### Clock routing, run 1

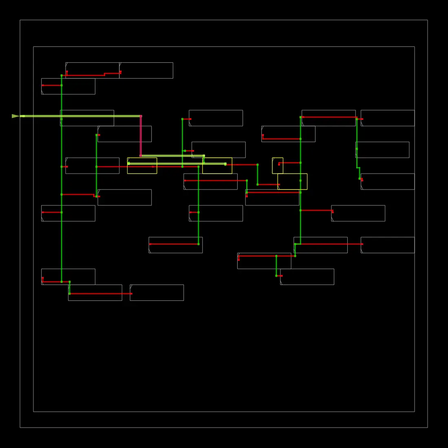
### Sequential cells coloured by netlist name, run 1

The bar under the picture is 20 um long. Other sequential cells in the stronger grey, the rest of the logic in the fainter grey.
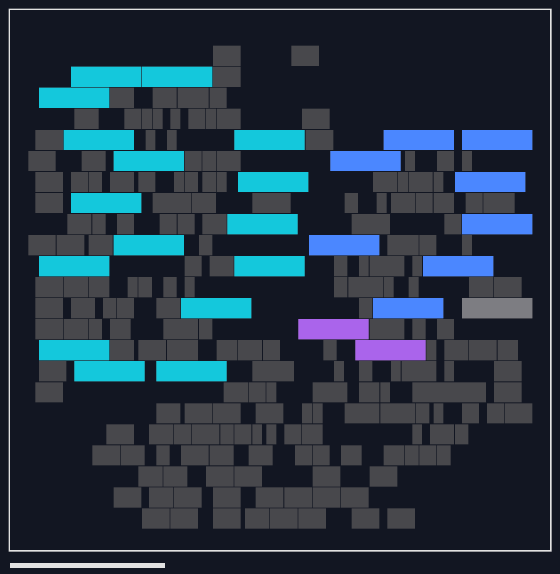
### I/O nets highlighted, run 1

The bar under the picture is 20 um long.
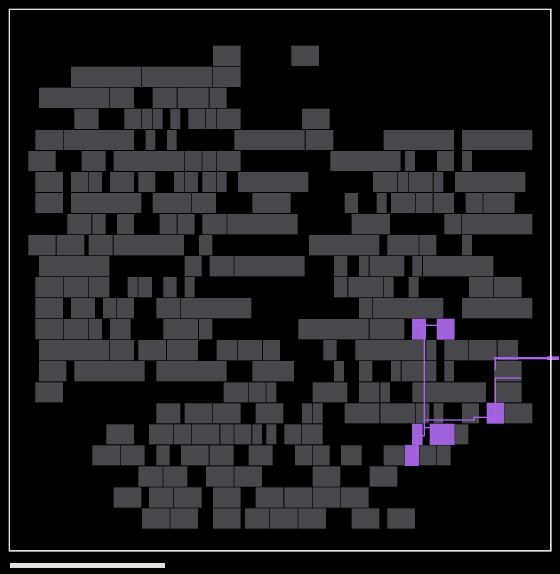
`config.mk`:
```
export PLATFORM = sky130hd
export DESIGN_NAME = pipe_ctrl
export DESIGN_NICKNAME = d
export VERILOG_FILES = /design/src/rtl/mips_pkg.sv /design/src/rtl/hazard_detect.sv /design/src/rtl/pipe_ctrl.sv
export SDC_FILE = /design/constraint.sdc
export NUM_CORES = 1
export LEC_CHECK = 0
export CAP_MARGIN = 20
export CELL_PAD_IN_SITES_DETAIL_PLACEMENT = 0
export CELL_PAD_IN_SITES_GLOBAL_PLACEMENT = 1
export CORE_MARGIN = 2
export CORE_UTILIZATION = 38
export DETAILED_ROUTE_END_ITERATION = 16
export PLACE_DENSITY = 0.93
export SLEW_MARGIN = 25
export SYNTH_ARGS = -nofsm -noshare
export SYNTH_HDL_FRONTEND = slang
export SYNTH_SLANG_ARGS = --single-unit
```
`constraint.sdc`:
```
create_clock -name clk -period 5.25 [get_ports clk]
set_input_delay 0.7875 -clock clk [delete_from_list [all_inputs] [get_ports clk]]
set_output_delay 0.7875 -clock clk [all_outputs]
set_load 0.01 [all_outputs]
```
`src/rtl/mips_pkg.sv`:
```
// Shared pipeline-control types and constants.
package mips_pkg;

  typedef enum logic [1:0] {
    INIT     = 2'd0,
    RUN      = 2'd1,
    MEM_WAIT = 2'd2,
    HALT     = 2'd3
  } pipe_state_t;

  localparam logic [4:0] REG_ZERO    = 5'd0;
  localparam int         STALL_CNT_W = 16;

  // Control outputs grouped so each FSM case can start from a preset.
  typedef struct packed {
    logic pc_en;
    logic en_if_id;
    logic en_id_ex;
    logic en_ex_mem;
    logic en_mem_wb;
    logic flush_if_id;
    logic flush_id_ex;
    logic bubble_mem_wb;
    logic dmem_req;
  } pipe_ctrl_t;

  // Free-running pipeline: every register loads, nothing squashed.
  localparam pipe_ctrl_t CTRL_ALL_EN = '{
    pc_en: 1'b1, en_if_id: 1'b1, en_id_ex: 1'b1, en_ex_mem: 1'b1,
    en_mem_wb: 1'b1, flush_if_id: 1'b0, flush_id_ex: 1'b0,
    bubble_mem_wb: 1'b0, dmem_req: 1'b0};

  // Memory stall: front end frozen, MEM/WB keeps draining bubbles.
  localparam pipe_ctrl_t CTRL_MEM_STALL = '{
    pc_en: 1'b0, en_if_id: 1'b0, en_id_ex: 1'b0, en_ex_mem: 1'b0,
    en_mem_wb: 1'b1, flush_if_id: 1'b0, flush_id_ex: 1'b0,
    bubble_mem_wb: 1'b1, dmem_req: 1'b1};

endpackage

```
`src/rtl/hazard_detect.sv`:
```
// Load-use comparator: the load in EX writes a register the instruction in ID reads.
module hazard_detect
  import mips_pkg::*;
(
  input  logic       ex_mem_read,
  input  logic [4:0] ex_write_reg,
  input  logic [4:0] id_rs,
  input  logic [4:0] id_rt,
  input  logic       id_uses_rt,
  output logic       load_use
);

  // $0 is hardwired to zero, so a load targeting it never creates a dependency.
  always_comb begin
    load_use = ex_mem_read && (ex_write_reg != REG_ZERO) &&
               ((ex_write_reg == id_rs) || (id_uses_rt && (ex_write_reg == id_rt)));
  end

endmodule

```
`src/rtl/pipe_ctrl.sv`:
```
// Stall/flush sequencer for the 5-stage pipeline: load-use, taken branch,
// multi-cycle data memory with timeout, and a saturating stall counter.
module pipe_ctrl
  import mips_pkg::*;
#(
  parameter int MEM_TIMEOUT = 16
) (
  input  logic        clk,
  input  logic        rst,
  input  logic [4:0]  id_rs,
  input  logic [4:0]  id_rt,
  input  logic        id_uses_rt,
  input  logic        ex_mem_read,
  input  logic [4:0]  ex_write_reg,
  input  logic        ex_branch_taken,
  input  logic        mem_access,
  input  logic        dmem_ready,
  output logic        pc_en,
  output logic        en_if_id,
  output logic        en_id_ex,
  output logic        en_ex_mem,
  output logic        en_mem_wb,
  output logic        flush_if_id,
  output logic        flush_id_ex,
  output logic        bubble_mem_wb,
  output logic        dmem_req,
  output logic [15:0] stall_cnt,
  output logic        err_timeout
);

  localparam logic [7:0] TIMEOUT_CNT = 8'(MEM_TIMEOUT);

  pipe_state_t            state_q, state_d;
  logic [7:0]             wait_cnt_q, wait_cnt_d;
  logic [STALL_CNT_W-1:0] stall_cnt_q, stall_cnt_d;
  logic                   err_timeout_q, err_timeout_d;
  pipe_ctrl_t             ctrl;
  logic                   load_use;

  hazard_detect u_hazard (
    .ex_mem_read  (ex_mem_read),
    .ex_write_reg (ex_write_reg),
    .id_rs        (id_rs),
    .id_rt        (id_rt),
    .id_uses_rt   (id_uses_rt),
    .load_use     (load_use)
  );

  // Next state and combinational controls; priority is memory > branch > load-use.
  always_comb begin
    ctrl          = '0;
    state_d       = state_q;
    wait_cnt_d    = wait_cnt_q;
    err_timeout_d = err_timeout_q;
    case (state_q)
      INIT: state_d = RUN;
      RUN: begin
        if (mem_access && !dmem_ready) begin
          ctrl       = CTRL_MEM_STALL;
          state_d    = MEM_WAIT;
          wait_cnt_d = 8'd1;
        end else begin
          ctrl          = CTRL_ALL_EN;
          ctrl.dmem_req = mem_access;
          if (ex_branch_taken) begin
            ctrl.flush_if_id = 1'b1;
            ctrl.flush_id_ex = 1'b1;
          end else if (load_use) begin
            // ID/EX stays enabled so the bubble actually gets loaded.
            ctrl.pc_en       = 1'b0;
            ctrl.en_if_id    = 1'b0;
            ctrl.flush_id_ex = 1'b1;
          end
        end
      end
      MEM_WAIT: begin
        if (dmem_ready) begin
          // Release cycle: load-use is not re-checked, a taken branch still flushes.
          ctrl             = CTRL_ALL_EN;
          ctrl.dmem_req    = 1'b1;
          ctrl.flush_if_id = ex_branch_taken;
          ctrl.flush_id_ex = ex_branch_taken;
          state_d          = RUN;
          wait_cnt_d       = 8'd0;
        end else begin
          ctrl = CTRL_MEM_STALL;
          if (wait_cnt_q >= TIMEOUT_CNT) begin
            state_d       = HALT;
            err_timeout_d = 1'b1;
          end else begin
            wait_cnt_d = wait_cnt_q + 8'd1;
          end
        end
      end
      HALT: ctrl = '0;
      default: state_d = INIT;
    endcase

    stall_cnt_d = stall_cnt_q;
    if ((state_q != INIT) && !ctrl.pc_en && (stall_cnt_q != '1))
      stall_cnt_d = stall_cnt_q + 1'b1;
  end

  // State, wait counter, perf counter and sticky error.
  always_ff @(posedge clk or negedge rst) begin
    if (!rst) begin
      state_q       <= INIT;
      wait_cnt_q    <= '0;
      stall_cnt_q   <= '0;
      err_timeout_q <= 1'b0;
    end else begin
      state_q       <= state_d;
      wait_cnt_q    <= wait_cnt_d;
      stall_cnt_q   <= stall_cnt_d;
      err_timeout_q <= err_timeout_d;
    end
  end

  assign pc_en         = ctrl.pc_en;
  assign en_if_id      = ctrl.en_if_id;
  assign en_id_ex      = ctrl.en_id_ex;
  assign en_ex_mem     = ctrl.en_ex_mem;
  assign en_mem_wb     = ctrl.en_mem_wb;
  assign flush_if_id   = ctrl.flush_if_id;
  assign flush_id_ex   = ctrl.flush_id_ex;
  assign bubble_mem_wb = ctrl.bubble_mem_wb;
  assign dmem_req      = ctrl.dmem_req;
  assign stall_cnt     = stall_cnt_q;
  assign err_timeout   = err_timeout_q;

endmodule

```
==> Changelog: implementation, run 1 <==
### Changed

- Share of the synthesized netlist area taken by xor and xnor gates: 0.133
- Fraction of layout instances using a drive strength above 1: 0.0645
- Post-synth seq share: 0.410
- AND/OR/NAND/NOR Cells, Area Fraction: 0.247
- Netlist Area Pre-Place: ~1600 um2
- Adder-cell share of the synthesized area: 0.0607
- Compound-cell area share of the yosys netlist: 0.112
- Number of pins with negative max-slew slack in the final report: 0
- Buffering overhead: 0.216
- Async set or reset register ratio after synthesis: 1.00
- Most common cell after layout, fill and taps aside: clkdlybuf4s50_1
- Die Height: 69.9 um
- Largest combinational cell category by area: simple AND/OR/NAND/NOR gates
- DP HPWL: 2640 um
- Layout Cells excl Fill: between 200 and 300
- Smallest hold slack: about 0.46 ns
- Num rows: 23
- Cell at the root of the clock tree: clkbuf_8
- Count of final setup violators: 0
- Internal power: approximately 0.59 mW
- Synthesized area per cell: 9.75 um2
- Portion of netlist area occupied by mux cells: 0.0137
- Drt first pass iters: 6
- Worst-margin pin slew: 0.498 ns
- Overflow left after global routing: 0
- Max Root-Sink Buffers: 2
- Detailed-routing wirelength on met1: 1650 um
- Design area: about 2200 um2
- Htree depth: 1
- Count of different cell masters after synthesis: roughly 43
- Largest net degree at the start of global routing: 28
- Combined buffer and inverter count along the critical path: 2
- Via total after detailed routing: approximately 1400
- Proportion of cell area occupied by registers: 0.306
- Grt met3 use: 0.0361
- Post-Syn Nets: between 150 and 200
- Overall fraction of global-route tracks in use: 0.151
- Amount of wire on met3 after detailed routing: between 100 and 150 um
- Per-cell routed wire length: 13.1 um
- Share of the core filled with cells: 0.541
- Static leakage: between 0.8 and 0.9 nW
- WP data required: approximately 4.5 ns
- Flip-flops: 27
- Setup crit start kind: input port
- Result of the run: finished clean
- Area added between synthesis and finish: 34.2%
- Category of the most critical setup path: in -> out
- CTS tree: yes
- Most used cell along the critical path: clkdlybuf4s50_1
- #FFs+latches synth: 27
- Worst setup path startpoint: ex_write_reg[0]
- Hold bufs inserted after CTS: 0
- Met1 usage: 0.204
- Number of vias per cell after detailed routing: between 5 and 6
- Sequential fraction of design power: 0.348
- Placed cell areas: between 2000 and 2500 um2
- Start of the worst register-to-register path: state_q[1]
- Synth top cell by count: dfrtp_1
- Number of tap instances: roughly 50
- Top Metal Used: met4
- Reg-to-reg setup timing slack: just under 3 ns
- Number of instances resized during post-cts repair: 0
- Fmax achieved: 0.268 GHz
- Number of I/O pins: 48
- Number of enable flip-flop cells: 0
- Hold Vio Cnt, Final: 0
- Net load switching power: 0.375 mW
- Top cells excl fill/tap: 47 x clkdlybuf4s50_1, 27 x dfrtp_1, 18 x xnor2_1, 18 x nor2_1, 12 x nand3_1
- Multi-input gate count: ~130
- Via count of the first global-routing pass: around 1300
- Number of input and output port buffers inserted: 47
- Clock buffer cells: 3
- Worst R2R End: stall_cnt[1]
- Worst rel slew slack: 0.665
- Number of buffers other than clock buffers in the final layout: about 48
- WHS Endpoint: err_timeout
- Worst path max stage delay: around 0.56 ns
- Period Utilization, post-route: 0.711
- Max Clock Skew: between 0.005 and 0.006 ns
- Area share of the largest cell type after synthesis: 0.410
- Area of all sequential standard cells: 676 um2
- GRT busiest layer: met2
- Power drawn by the clock network: 0.117 mW
- Flip-flop count of the largest register, all copies and words added: 16
- Cell family contributing the most delay on the critical path: buffers and inverters
- Worst IR drop on VDD: around 0.00029 V
- Cell type with the largest total area after synthesis: dfrtp_1
- Reg2Reg Depth: 7
- Crit Path Max Fanout: 3
- Post-synthesis cell count: approximately 170
-- 'Clock routing' (at the start) --
clock latency on the worst-skew pair: 0.27 ns
clock buffer count from CTS: 3
CTS Sinks: 27

-- 'Sequential cells coloured by netlist name' (at the start) --
Blue is wait_cnt_q, placed flops 8. Purple is state_q, placed flops 2. Cyan is stall_cnt, placed flops 16.

-- 'I/O nets highlighted' (at the start) --
Purple is dmem_ready, bits 1, direction input, edge right, end cells 6, buffers 1, wire 51.3 um.

### Close-up of the layout, run 1

Region (0, 30) to (40, 70) um. Cells in grey, sequential cells in the stronger grey; small squares are vias.
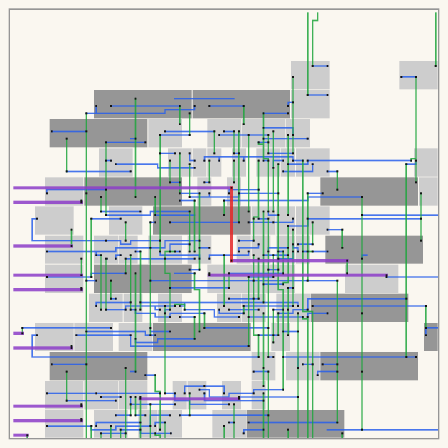

==> inputs of run 2 (changes only) <==
--- a/config.mk
+++ b/config.mk
@@ -9,9 +9,9 @@
 export CELL_PAD_IN_SITES_DETAIL_PLACEMENT = 0
 export CELL_PAD_IN_SITES_GLOBAL_PLACEMENT = 1
 export CORE_MARGIN = 2
-export CORE_UTILIZATION = 38
+export CORE_UTILIZATION = 32
 export DETAILED_ROUTE_END_ITERATION = 16
-export PLACE_DENSITY = 0.93
+export PLACE_DENSITY = 0.85
 export SLEW_MARGIN = 25
 export SYNTH_ARGS = -nofsm -noshare
 export SYNTH_HDL_FRONTEND = slang
==> constraint.sdc (replaced) <==
create_clock -name clk -period 3.1 [get_ports clk]
set_input_delay 0.465 -clock clk [delete_from_list [all_inputs] [get_ports clk]]
set_output_delay 0.465 -clock clk [all_outputs]
set_load 0.01 [all_outputs]
### Close-up of the layout, run 2

Region (0, 36) to (40, 76) um. Cells in grey, sequential cells in the stronger grey; small squares are vias.
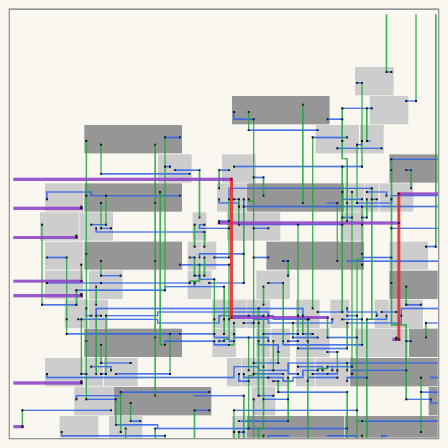
Purple is M3. Red is M4. Green is M2. Blue is M1.
Netlist names of flops here include stall_cnt (11). Most frequent: dfrtp_1 (11), clkdlybuf4s50_1 (10). Sequential cells in the window: 11. 62 logic cells have their middle in the window.

==> run 2 against run 1 <==
  * Total power increased by 73%
  * Routed wire length is 3.7% higher
  * Clock power grew 68%
  * Critical path type unchanged
  * Worst setup slack got worse by 1.3 ns
  * Sequential share of layout area down 0.92 points
  * Synthesized cell count unchanged
  * Critical path depth stayed put
  * Utilization down 8.9 points
==> Changelog: implementation, run 2 <==
### Changed

- Power drawn by the clock network: about 0.2 mW
- Horiz. Die Dim: 75.8 um
- Post-synthesis cell count: around 170
- Number of pins with negative max-slew slack in the final report: 0
- Period Utilization, post-route: 0.942
- Post-synth seq share: 0.410
- Worst setup path startpoint: ex_write_reg[2]
- Num rows: 26
- Worst rel slew slack: 0.661
- Count of final setup violators: 0
- Htree depth: 1
- Number of input and output port buffers inserted: around 47
- Synthesized area per cell: around 9.8 um2
- DP HPWL: about 2800 um
- Grt met3 use: 0.0331
- Overall fraction of global-route tracks in use: 0.132
- CTS Sinks: 27
- Top Metal Used: met4
- Setup crit start kind: input port
- Portion of netlist area occupied by mux cells: 0.0137
- Area added between synthesis and finish: 38.3%
- Most used cell along the critical path: clkdlybuf4s50_1
- Max Clock Skew: slightly above 0.002 ns
- Share of the synthesized netlist area taken by xor and xnor gates: 0.133
- Worst path max stage delay: ~0.55 ns
- Placed cell areas: about 2200 um2
- Net load switching power: roughly 0.64 mW
- Per-cell routed wire length: about 12 um
- Clock latency on the worst-skew pair: approximately 0.27 ns
- Worst R2R End: stall_cnt[3]
- Number of vias per cell after detailed routing: 4.77
- Result of the run: finished clean
- Async set or reset register ratio after synthesis: 1.00
- Start of the worst register-to-register path: state_q[0]
- Highest-delay cell along the critical path: clkdlybuf4s50_1
- Sequential fraction of design power: 0.345
- Top cells excl fill/tap: 47 x clkdlybuf4s50_1, 27 x dfrtp_1, 18 x xnor2_1, 18 x nor2_1, 12 x nand3_1
- Max Root-Sink Buffers: 2
- Share of the core filled with cells: 0.452
- Post-Syn Nets: slightly below 200
- Static leakage: between 0.8 and 0.9 nW
- Number of tap instances: 70
- Largest net degree at the start of global routing: 28
- Worst-margin pin slew: roughly 0.5 ns
- Netlist Area Pre-Place: 1650 um2
- Proportion of cell area occupied by registers: 0.296
- Most common cell after layout, fill and taps aside: clkdlybuf4s50_1
- Largest combinational cell category by area: simple AND/OR/NAND/NOR gates
- Fraction of layout instances using a drive strength above 1: 0.0852
- Combined buffer and inverter count along the critical path: 2
- Via total after detailed routing: 1399
- Met1 usage: 0.172
- Crit Path Max Fanout: 3
- Cell at the root of the clock tree: clkbuf_8
- Area of all sequential standard cells: roughly 680 um2
- Count of different cell masters after synthesis: approximately 43
- Amount of wire on met3 after detailed routing: between 150 and 200 um
- Compound-cell area share of the yosys netlist: 0.112
- Number of buffers other than clock buffers in the final layout: about 54
- Detailed-routing wirelength on met1: approximately 1700 um
- Synth top cell by count: dfrtp_1
- Flip-flops: 27
- AND/OR/NAND/NOR Cells, Area Fraction: 0.247
- Reg2Reg Depth: 8
- Number of enable flip-flop cells: 0
- GRT busiest layer: met2
- Internal power: ~1.0 mW
- Layout Cells excl Fill: between 200 and 300
- Worst min-delay path category: reg -> reg
- Adder-cell share of the synthesized area: 0.0607
- Via count of the first global-routing pass: ~1300
- Number of I/O pins: around 48
- Area share of the largest cell type after synthesis: 0.410
- Hold bufs inserted after CTS: 0
- Buffering overhead: 0.229
- Drt first pass iters: 4
- Cell type with the largest total area after synthesis: dfrtp_1
- Number of instances resized during post-cts repair: 0
- Reg-to-reg setup timing slack: 0.82 ns
### Sequential cells coloured by netlist name, run 2

The bar under the picture is 20 um long. Other sequential cells in the stronger grey, the rest of the logic in the fainter grey.
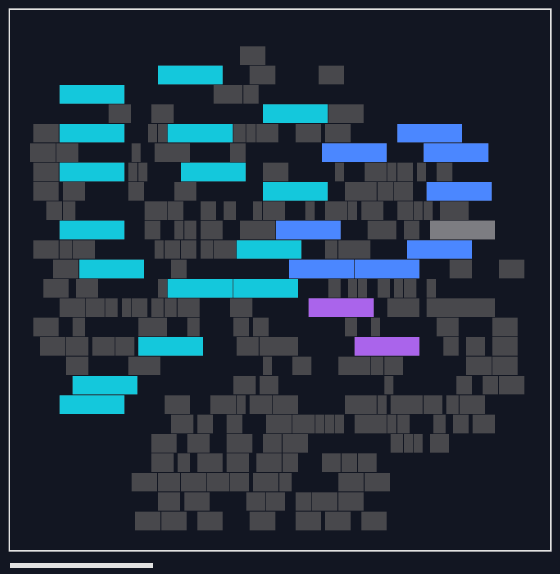
Purple is state_q, placed flops 2. Cyan is stall_cnt, placed flops 16. Blue is wait_cnt_q, placed flops 8.

### Routed metal, one colour a layer, run 2

Two of the layers only.
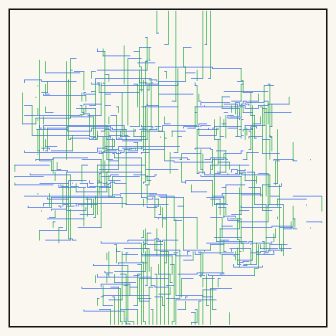

==> inputs of run 3 (changes only) <==
--- a/config.mk
+++ b/config.mk
@@ -11,6 +11,7 @@
 export CORE_MARGIN = 2
 export CORE_UTILIZATION = 32
 export DETAILED_ROUTE_END_ITERATION = 16
+export GPL_TIMING_DRIVEN = 0
 export PLACE_DENSITY = 0.85
 export SLEW_MARGIN = 25
 export SYNTH_ARGS = -nofsm -noshare
==> constraint.sdc (replaced) <==
create_clock -name clk -period 3.1 [get_ports clk]
set_input_delay 0.62 -clock clk [delete_from_list [all_inputs] [get_ports clk]]
set_output_delay 0.62 -clock clk [all_outputs]
set_load 0.01 [all_outputs]
### Routed metal, one colour a layer, run 3

Two of the layers only.
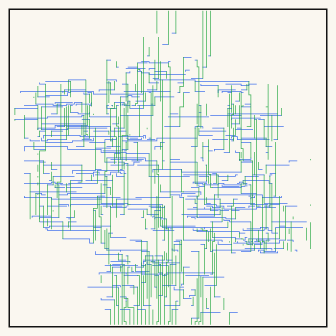
Green is M2, wire length 1820 um. Blue is M1, wire length 1630 um.

==> run 3 against run 2 <==
  * Critical path depth rose by 1
  * Fmax fell by 1.1%
  * Sequential power is 3% lower
  * Critical endpoint unchanged
  * Routed wire length increased by 0.77%
==> Changelog: implementation, run 3 <==
### Changed

- Portion of netlist area occupied by mux cells: 0.0137
- Combined buffer and inverter count along the critical path: 3
- #FFs+latches synth: 27
- P_seq: between 0.5 and 0.6 mW
- Multi-input gate count: around 130
- Grt met3 use: 0.0344
- Clock latency on the worst-skew pair: approximately 0.27 ns
- Sequential fraction of design power: 0.334
- Number of logged tool warnings: 32
- Reg-to-reg setup timing slack: 0.77 ns
- Number of I/O pins: 48
- Worst min-delay path category: in -> async
- Post-synthesis chip area from yosys: ~1600 um2
- Hold bufs inserted after CTS: 0
- Switching Share: 0.390
- Async set or reset register ratio after synthesis: 1.00
- Proportion of cell area occupied by registers: 0.294
- Highest-delay cell along the critical path: or4_1
- Post-synthesis cell count: 169
- Hold Vio Cnt, Final: 0
- Detailed-routing wirelength on met1: approximately 1600 um
- Placed cell areas: around 2200 um2
- Buffering overhead: 0.223
- Horiz. Die Dim: ~76 um
- Count of final setup violators: 0
- Crit Path Max Fanout: 3
- Area share of the largest cell type after synthesis: 0.410
- Number of input and output port buffers inserted: roughly 47
- Die outline area: between 5000 and 6000 um2
- Amount of wire on met3 after detailed routing: approximately 180 um
- CTS Sinks: 27
- Max Clock Skew: 0.00221 ns
- Most common cell after layout, fill and taps aside: clkdlybuf4s50_1
- Smallest hold slack: 0.346 ns
- Result of the run: finished clean
- Overflow left after global routing: 0
- Synth top cell by count: dfrtp_1
- Worst path max stage delay: ~0.55 ns
- Share of the core filled with cells: 0.456
- Clock buffer cells: 3
- Per-cell routed wire length: about 12 um
- Worst setup path startpoint: ex_write_reg[0]
- Part of the power in combinational logic: 0.550
- Num rows: 26
- Power drawn by the clock network: 0.195 mW
- Htree depth: 1
- Internal power: ~1.0 mW
- Worst-margin pin slew: 0.592 ns
- Synth cell count leaders: 27 x dfrtp_1, 18 x nor2_1, 18 x xnor2_1, 12 x nand3_1, 10 x nand2_1
- Top cells excl fill/tap: 38 x clkdlybuf4s50_1, 27 x dfrtp_1, 18 x xnor2_1, 18 x nor2_1, 12 x nand3_1
- Flip-flop count of the largest register, all copies and words added: 16
- GRT busiest layer: met2
- Compound-cell area share of the yosys netlist: 0.112
- Worst R2R End: stall_cnt[3]
- Cell group occupying the most layout area: logic gates
- Worst IR drop on VDD: 0.000411 V
- Fraction of layout instances using a drive strength above 1: 0.108
- Worst rel slew slack: 0.605
- AND/OR/NAND/NOR Cells, Area Fraction: 0.247
- Largest net degree at the start of global routing: 28
- Logic share of the area: 0.418
- Via count of the first global-routing pass: roughly 1400
- Static leakage: about 0.93 nW
- Overall fraction of global-route tracks in use: 0.142
- Number of buffers other than clock buffers in the final layout: approximately 54
- Arrival time of the worst setup path: 2.33 ns
- Clock share of power: 0.117
- Cell Count Post-Placement: around 290
- Via total after detailed routing: 1433
- Number of pins with negative max-slew slack in the final report: 0
- Met1 usage: 0.179
- WP data required: about 2.5 ns
- Synthesized area per cell: approximately 9.8 um2
- Clock buffer count from CTS: 3
- Cell family contributing the most delay on the critical path: simple AND/OR/NAND/NOR gates
- Area of all sequential standard cells: 676 um2
- Period Utilization, post-route: 0.952
- Post-synth seq share: 0.410
- Max Root-Sink Buffers: 2
- Setup TNS: 0 ns
- Drt first pass iters: 4
- Number of instances resized during post-cts repair: 10
- Most used cell along the critical path: dlygate4sd2_1
- Adder-cell share of the synthesized area: 0.0607
- Prevailing post-synth register cell: dfrtp_1
- Final wirelength: between 3000 and 4000 um
- Count of different cell masters after synthesis: around 43
- Largest combinational cell category by area: simple AND/OR/NAND/NOR gates
- Start of the worst register-to-register path: state_q[1]
- DP HPWL: between 2000 and 3000 um
- Netlist Area Pre-Place: 1650 um2
- Fmax achieved: ~0.34 GHz
- Number of antenna violations at the first check in global routing: 0
- Yosys warning count: 0
- Reg2Reg Depth: 9
- Post-Syn Nets: between 150 and 200
- CTS tree: yes
- Net load switching power: around 0.65 mW
- Number of enable flip-flop cells: 0
- Design area: 2300 um2
- Die Height: 75.8 um
- Number of tap instances: about 70
- Category of the most critical setup path: in -> out
- Layout clock area frac: 0.0201
- Layout Cells excl Fill: 293
- Flip-flops: 27
- Share of the synthesized netlist area taken by xor and xnor gates: 0.133
- Setup crit start kind: input port
- Number of DRC markers after the initial detailed-route iteration: between 40 and 50
- Top Metal Used: met4
- Final-layout fill cell count: roughly 520
- Cell at the root of the clock tree: clkbuf_8
- Area added between synthesis and finish: 39.6%
- Number of vias per cell after detailed routing: around 5
- Cell type with the largest total area after synthesis: dfrtp_1
### Sequential cells coloured by netlist name, run 3

The bar under the picture is 20 um long. Other sequential cells in the stronger grey, the rest of the logic in the fainter grey.
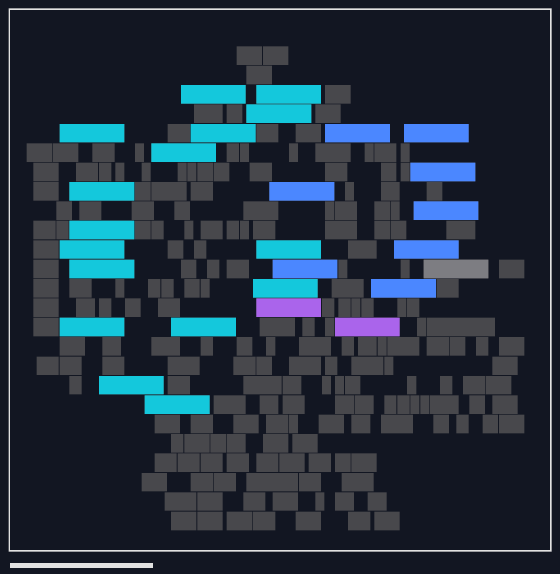
Purple is state_q, placed flops 2. Blue is wait_cnt_q, placed flops 8. Cyan is stall_cnt, placed flops 16.
Another 1 sequential cells are not coloured.

No activity file was given, so power comes from the tool's default toggle rates.
